## src/rtl/sdram_pkg.sv

```systemverilog
// sdram_pkg: shared types, command encodings and timing for the SDRAM
// command sequencer.
// Build option: SDRAM_FASTINIT_EN shortens the power-up NOP wait to 16 cycles.
package sdram_pkg;

  typedef logic [11:0] cnt_t;

  typedef enum logic [3:0] {
    INIT_WAIT,
    INIT_PRE,
    INIT_REF,
    INIT_MRS,
    IDLE,
    ACT,
    RW,
    WAIT,
    REF
  } state_t;

  // {nCS, nRAS, nCAS, nWE}
  typedef enum logic [3:0] {
    CMD_MRS = 4'b0000,
    CMD_REF = 4'b0001,
    CMD_PRE = 4'b0010,
    CMD_ACT = 4'b0011,
    CMD_WR  = 4'b0100,
    CMD_RD  = 4'b0101,
    CMD_NOP = 4'b0111
  } cmd_t;

`ifdef SDRAM_FASTINIT_EN
  localparam int unsigned INIT_WAIT_CYCLES = 16;
`else
  localparam int unsigned INIT_WAIT_CYCLES = 2500;
`endif

  localparam int unsigned REF_INTERVAL = 195;
  localparam int unsigned CAS_LATENCY  = 2;

  // Cycle budgets of the multi-cycle states (command cycle included).
  localparam int unsigned PRE_CYCLES  = 2;  // PRE + 1 NOP
  localparam int unsigned REF_CYCLES  = 3;  // REF + 2 NOP
  localparam int unsigned MRS_CYCLES  = 3;  // MRS + 2 NOP
  localparam int unsigned ACT_CYCLES  = 2;  // ACT + 1 NOP
  localparam int unsigned WAIT_CYCLES = 3;  // NOPs after RD/WR

  // Burst length 1, sequential, CAS latency 2.
  localparam logic [11:0] MODE_WORD = 12'h020;

  // Column address with A[10] set so every access auto-precharges.
  function automatic logic [11:0] rw_addr(input logic [9:0] col);
    return {1'b0, 1'b1, col};
  endfunction

  function automatic cnt_t last_cnt(input int unsigned n);
    return cnt_t'(n - 1);
  endfunction

endpackage

```

## src/rtl/sdram_cmd_seq_phi2_edge.sv

```systemverilog
// phi2_edge: brings the C64 PHI2 clock into the C25M domain through a
// 2-flop synchronizer and pulses o_fall for one cycle, one cycle after the
// synchronized level drops from 1 to 0.
module phi2_edge (
  input  logic i_clk,
  input  logic i_rst_n,
  input  logic i_phi2,
  output logic o_fall
);

  logic r_sync1;
  logic r_sync2;
  logic r_sync_d;
  logic r_fall;

  // Synchronizer, delayed copy and registered falling-edge flag.
  always_ff @(posedge i_clk or negedge i_rst_n) begin
    if (!i_rst_n) begin
      r_sync1  <= 1'b0;
      r_sync2  <= 1'b0;
      r_sync_d <= 1'b0;
      r_fall   <= 1'b0;
    end else begin
      r_sync1  <= i_phi2;
      r_sync2  <= r_sync1;
      r_sync_d <= r_sync2;
      r_fall   <= r_sync_d & ~r_sync2;
    end
  end

  assign o_fall = r_fall;

endmodule

```

## src/rtl/sdram_cmd_seq.sv

```systemverilog
// sdram_cmd_seq: single-access SDRAM command sequencer for a C64 REU.
// Latches a DMA request on each PHI2 falling edge, runs the SDRAM power-up
// sequence, serves one byte per access with auto-precharge and interleaves
// periodic auto-refresh.
// Build option: SDRAM_FASTINIT_EN selects the short power-up wait.
module sdram_cmd_seq
  import sdram_pkg::*;
(
  input  logic        C25M,
  input  logic        nRESET,
  input  logic        PHI2,
  input  logic        RAMRD,
  input  logic        RAMWR,
  input  logic [23:0] RA,
  input  logic [7:0]  WD,
  output logic [7:0]  RD,
  output logic        Busy,
  output logic        CKE,
  output logic        nCS,
  output logic        nRAS,
  output logic        nCAS,
  output logic        nWE,
  output logic [1:0]  BA,
  output logic [11:0] A,
  output logic        DQM,
  output logic [7:0]  DQout,
  output logic        DQoe,
  input  logic [7:0]  DQin
);

  localparam cnt_t WAIT_INIT_LAST = last_cnt(INIT_WAIT_CYCLES);
  localparam cnt_t PRE_LAST       = last_cnt(PRE_CYCLES);
  localparam cnt_t INIT_REF_LAST  = last_cnt(2 * REF_CYCLES);
  localparam cnt_t INIT_REF2      = cnt_t'(REF_CYCLES);
  localparam cnt_t MRS_LAST       = last_cnt(MRS_CYCLES);
  localparam cnt_t ACT_LAST       = last_cnt(ACT_CYCLES);
  localparam cnt_t WAIT_LAST      = last_cnt(WAIT_CYCLES);
  localparam cnt_t REF_LAST       = last_cnt(REF_CYCLES);
  // Data of a RD issued in the RW cycle is sampled CAS_LATENCY edges later.
  localparam cnt_t RD_CAPTURE     = cnt_t'(CAS_LATENCY - 2);
  localparam logic [7:0] REF_TC   = 8'(REF_INTERVAL - 1);

  state_t      r_state;
  state_t      w_next;
  cnt_t        r_cnt;
  cnt_t        w_cnt_next;
  logic        r_cke;

  logic        w_fall;
  logic        r_req_vld;
  logic        r_req_wr;
  logic [23:0] r_req_addr;
  logic [7:0]  r_req_wd;
  logic        r_cur_wr;
  logic [23:0] r_cur_addr;
  logic [7:0]  r_cur_wd;

  logic [7:0]  r_ref_cnt;
  logic        r_ref_pend;
  logic [7:0]  r_rd;

  cmd_t        w_cmd;
  logic [1:0]  w_ba;
  logic [11:0] w_a;
  logic        w_dqoe;
  logic [7:0]  w_dqout;
  logic        w_start;
  logic        w_ref_done;
  logic        w_in_init;

  phi2_edge u_phi2_edge (
    .i_clk   (C25M),
    .i_rst_n (nRESET),
    .i_phi2  (PHI2),
    .o_fall  (w_fall)
  );

  assign w_in_init = (r_state == INIT_WAIT) || (r_state == INIT_PRE) ||
                     (r_state == INIT_REF)  || (r_state == INIT_MRS);

  // Next state, cycle counter and SDRAM pin values decoded from the state.
  always_comb begin
    w_next     = r_state;
    w_cnt_next = r_cnt + cnt_t'(1);
    w_cmd      = CMD_NOP;
    w_ba       = '0;
    w_a        = '0;
    w_dqoe     = 1'b0;
    w_dqout    = '0;
    w_start    = 1'b0;
    w_ref_done = 1'b0;
    case (r_state)
      INIT_WAIT: begin
        if (r_cnt == WAIT_INIT_LAST) begin
          w_next     = INIT_PRE;
          w_cnt_next = '0;
        end
      end
      INIT_PRE: begin
        if (r_cnt == '0) begin
          w_cmd  = CMD_PRE;
          w_a[10] = 1'b1;
        end
        if (r_cnt == PRE_LAST) begin
          w_next     = INIT_REF;
          w_cnt_next = '0;
        end
      end
      INIT_REF: begin
        if (r_cnt == '0 || r_cnt == INIT_REF2) begin
          w_cmd = CMD_REF;
        end
        if (r_cnt == INIT_REF_LAST) begin
          w_next     = INIT_MRS;
          w_cnt_next = '0;
        end
      end
      INIT_MRS: begin
        if (r_cnt == '0) begin
          w_cmd = CMD_MRS;
          w_a   = MODE_WORD;
        end
        if (r_cnt == MRS_LAST) begin
          w_next     = IDLE;
          w_cnt_next = '0;
        end
      end
      IDLE: begin
        w_cnt_next = '0;
        if (r_req_vld) begin
          w_next  = ACT;
          w_start = 1'b1;
        end else if (r_ref_pend) begin
          w_next = REF;
        end
      end
      ACT: begin
        if (r_cnt == '0) begin
          w_cmd = CMD_ACT;
          w_ba  = r_cur_addr[23:22];
          w_a   = r_cur_addr[21:10];
        end
        if (r_cnt == ACT_LAST) begin
          w_next     = RW;
          w_cnt_next = '0;
        end
      end
      RW: begin
        w_cmd      = r_cur_wr ? CMD_WR : CMD_RD;
        w_ba       = r_cur_addr[23:22];
        w_a        = rw_addr(r_cur_addr[9:0]);
        w_dqoe     = r_cur_wr;
        w_dqout    = r_cur_wr ? r_cur_wd : '0;
        w_next     = WAIT;
        w_cnt_next = '0;
      end
      WAIT: begin
        if (r_cnt == WAIT_LAST) begin
          w_next     = IDLE;
          w_cnt_next = '0;
        end
      end
      REF: begin
        if (r_cnt == '0) begin
          w_cmd = CMD_REF;
        end
        if (r_cnt == REF_LAST) begin
          w_next     = IDLE;
          w_cnt_next = '0;
          w_ref_done = 1'b1;
        end
      end
      default: begin
        w_next     = INIT_WAIT;
        w_cnt_next = '0;
      end
    endcase
  end

  // State register, cycle counter and clock enable.
  always_ff @(posedge C25M or negedge nRESET) begin
    if (!nRESET) begin
      r_state <= INIT_WAIT;
      r_cnt   <= '0;
      r_cke   <= 1'b0;
    end else begin
      r_state <= w_next;
      r_cnt   <= w_cnt_next;
      r_cke   <= 1'b1;
    end
  end

  // Pending request latch; a latch on the same edge as the access start
  // becomes the next pending request rather than being lost.
  always_ff @(posedge C25M or negedge nRESET) begin
    if (!nRESET) begin
      r_req_vld  <= 1'b0;
      r_req_wr   <= 1'b0;
      r_req_addr <= '0;
      r_req_wd   <= '0;
      r_cur_wr   <= 1'b0;
      r_cur_addr <= '0;
      r_cur_wd   <= '0;
    end else begin
      if (w_fall) begin
        r_req_vld  <= RAMRD | RAMWR;
        r_req_wr   <= RAMWR & ~RAMRD;
        r_req_addr <= RA;
        r_req_wd   <= WD;
      end else if (w_start) begin
        r_req_vld  <= 1'b0;
      end
      if (w_start) begin
        r_cur_wr   <= r_req_wr;
        r_cur_addr <= r_req_addr;
        r_cur_wd   <= r_req_wd;
      end
    end
  end

  // Refresh interval timer; a terminal count wins over the clear at REF end.
  always_ff @(posedge C25M or negedge nRESET) begin
    if (!nRESET) begin
      r_ref_cnt  <= '0;
      r_ref_pend <= 1'b0;
    end else if (w_in_init) begin
      r_ref_cnt  <= '0;
      r_ref_pend <= 1'b0;
    end else if (r_ref_cnt == REF_TC) begin
      r_ref_cnt  <= '0;
      r_ref_pend <= 1'b1;
    end else begin
      r_ref_cnt  <= r_ref_cnt + 8'd1;
      if (w_ref_done) begin
        r_ref_pend <= 1'b0;
      end
    end
  end

  // Read data capture, held until the next completed read.
  always_ff @(posedge C25M or negedge nRESET) begin
    if (!nRESET) begin
      r_rd <= '0;
    end else if (r_state == WAIT && r_cnt == RD_CAPTURE && !r_cur_wr) begin
      r_rd <= DQin;
    end
  end

  assign {nCS, nRAS, nCAS, nWE} = w_cmd;
  assign BA    = w_ba;
  assign A     = w_a;
  assign DQM   = 1'b0;
  assign DQoe  = w_dqoe;
  assign DQout = w_dqout;
  assign CKE   = r_cke;
  assign Busy  = (r_state != IDLE);
  assign RD    = r_rd;

endmodule

```

## config.mk

```make
export PLATFORM = sky130hd
export DESIGN_NAME = sdram_cmd_seq
export DESIGN_NICKNAME = d
export VERILOG_FILES = /design/src/rtl/sdram_pkg.sv /design/src/rtl/sdram_cmd_seq_phi2_edge.sv /design/src/rtl/sdram_cmd_seq.sv
export SDC_FILE = /design/constraint.sdc
export NUM_CORES = 1
export LEC_CHECK = 0
export CORE_MARGIN = 2
export CORE_UTILIZATION = 40
export DETAILED_ROUTE_END_ITERATION = 8
export SLEW_MARGIN = 5
export SYNTH_ARGS = -nofsm -noshare
export SYNTH_HDL_FRONTEND = slang
export SYNTH_SLANG_ARGS = --single-unit
```

## constraint.sdc

```tcl
create_clock -name C25M -period 2.35 [get_ports C25M]
set_input_delay 0.47 -clock C25M [delete_from_list [all_inputs] [get_ports C25M]]
set_output_delay 0.47 -clock C25M [all_outputs]
set_load 0.03 [all_outputs]
```

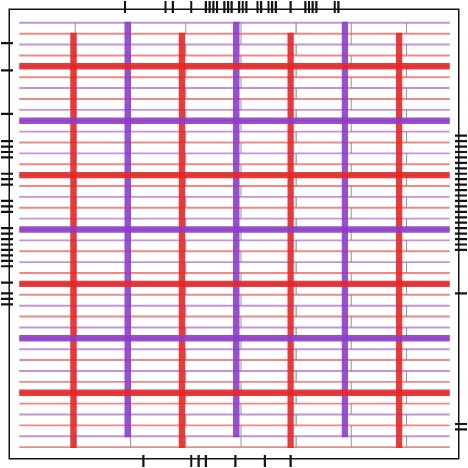
(images/power_grid.png)
(4 px per um) Pins as bars on the die edge. Tap cells in grey.
colour	net
purple	VDD
red	VSS
met5 straps	7
rows	39
tap cells	143
signal pins	83
die extent in x: 112 um
Core Box Area: 0.0114 mm2
peak supply drop: 642 uV
Die H: 112 um

==> impl_metrics.py <==
# Physical implementation metrics
metrics = {
    "outcome": {
        "status": "complete, but fails checks",
        "failed_checks": "setup timing",
    },
    "final_layout": {
        "mostFrequentLayoutCells": "sky130_fd_sc_hd__dfrtp_1 (101), sky130_fd_sc_hd__mux2_2 (65), sky130_fd_sc_hd__clkdlybuf4s50_1 (52), sky130_fd_sc_hd__buf_4 (42), sky130_fd_sc_hd__nor2_1 (26)",
        "fill_cell_instance_count_of_the_final_layout": 995,
        "layout.cells.non_filler": 622,
        "multi_input_comb_cells": 236,
        "seq-cell-share_pct": 41.9,
        "final_layout_top_logic_cell": "sky130_fd_sc_hd__dfrtp_1",
        "dominant-cell-class": "flip-flops and latches",
    },
    "setup_path": {
        "crit_path_max_incr_delay_ps": 450,
        "cp_top_family": "simple AND/OR/NAND/NOR gates",
        "arrival_ps": 2160,
        "cp_max_fo": 7,
        "r2r_start": "r_cnt[6]",
        "cp_data_required_time_ps": 1880,
        "worst_setup_path_start_kind": "flip-flop",
        "critical_path.reg2reg.endpoint": "r_state[0]",
        "worstRegToRegCells": 8,
        "cp-startpoint": "r_cnt[6]",
        "critPathMostFrequentCell": "sky130_fd_sc_hd__buf_6",
        "slowest_stage": "sky130_fd_sc_hd__dfrtp_2",
    },
    "detailed_routing": {
        "num_vias": 3182,
        "drt-pass1-iter-count": 4,
        "drt_drc_violations_left": 0,
    },
    "pwr": {
        "seq_cell_power_mw": 1.95,
        "sequentialPowerShare_pct": 52.0,
        "clock_power_share_pct": 40.9,
        "switching_share_pct": 21.7,
    },
    "place": {
        "placement.setup.worst_slack_ps": -20.6,
        "finalWeightedCongestion": 0.864,
        "dpl_cell_area_mm2": 0.00577,
        "portBuffers": 80,
    },
    "timing": {
        "setup_repair_after_global_routing_missed_its_margin": "yes",
        "fin_crit_sh_pct": 112,
        "setup-violations-final": 17,
        "drv_slew": 0,
        "fin_skew_ps": 7.51,
        "final.setup.worst_slack_ps": -278,
    },
    "yosys": {
        "synth.cellmix.xorXnorShare_pct": 3.00,
        "enable_flop_cells": 0,
        "synth-area-yosys_mm2": 0.00467,
        "synth-seq-area-share_pct": 56.3,
        "synth_top_area_share_pct": 56.3,
    },
    "clocking": {
        "insertion_delay_ps": 350,
        "numCtsBuffers": 9,
        "holdBufCountCts": 0,
        "clkSinkCount": 105,
        "tritoncts": "yes",
        "max-clock-path-buffers": 2,
        "cts_resized": 26,
    },
    "floorplanning": {
        "io-pin-count": 83,
        "chip_area_mm2": 0.0125,
    },
    "global_routing": {
        "antenna_found_initial": 0,
        "grt_usage_pct": 17.0,
        "global_route.overflow_total": 0,
    },
    "job": {
        "openroad.warnings": 33,
        "timing.max_cap.violations": 0,
    },
    "min_path": {
        "min_delay_worst_type": "input port to asynchronous set/reset pin",
    },
}
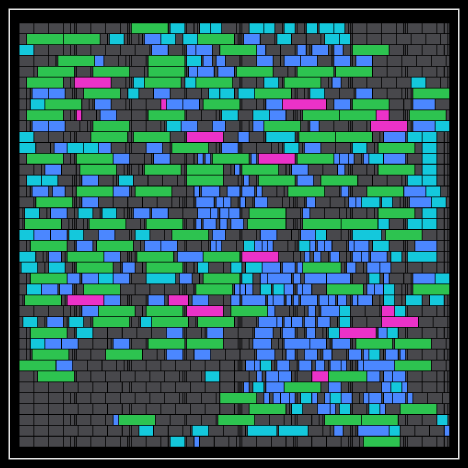
(images/placement_by_type.png)
(4 px per um) Fill, decap, tap and diode cells in grey.
colour	class	cells
green	flops	105
blue	combinational and other logic	243
cyan	other buffers and delay cells	115
magenta	clock drivers and dummy loads	16
post-layout utilization of the core: 55.0%
Rows: 39

==> metal layers <==
layer / GRT usage (%) / part of all wire, % / vias to the layer above
met4: 4.39 / 1.2 / 0
met1: 21.1 / 43 / 1587
met3: 6.10 / 5.7 / 11
met2: 28.4 / 50 / 81
met5: 0 / 0 / -
li1: - / - / 1503
==> state kept, by name, indices dropped and copies added, names as in the netlist <==
name	count
r_cur_wd	8
r_req_addr	24
r_ref_cnt	8
r_req_vld	1
u_phi2_edge.o_fall	1
r_ref_pend	1
r_cur_addr	24
r_req_wd	8
r_cur_wr	1
r_cnt	12
u_phi2_edge.r_sync2	1
r_state	4
CKE	1
r_req_wr	1
u_phi2_edge.r_sync1	1
u_phi2_edge.r_sync_d	1
RD	8
Power is estimated from default activity; no workload was simulated.
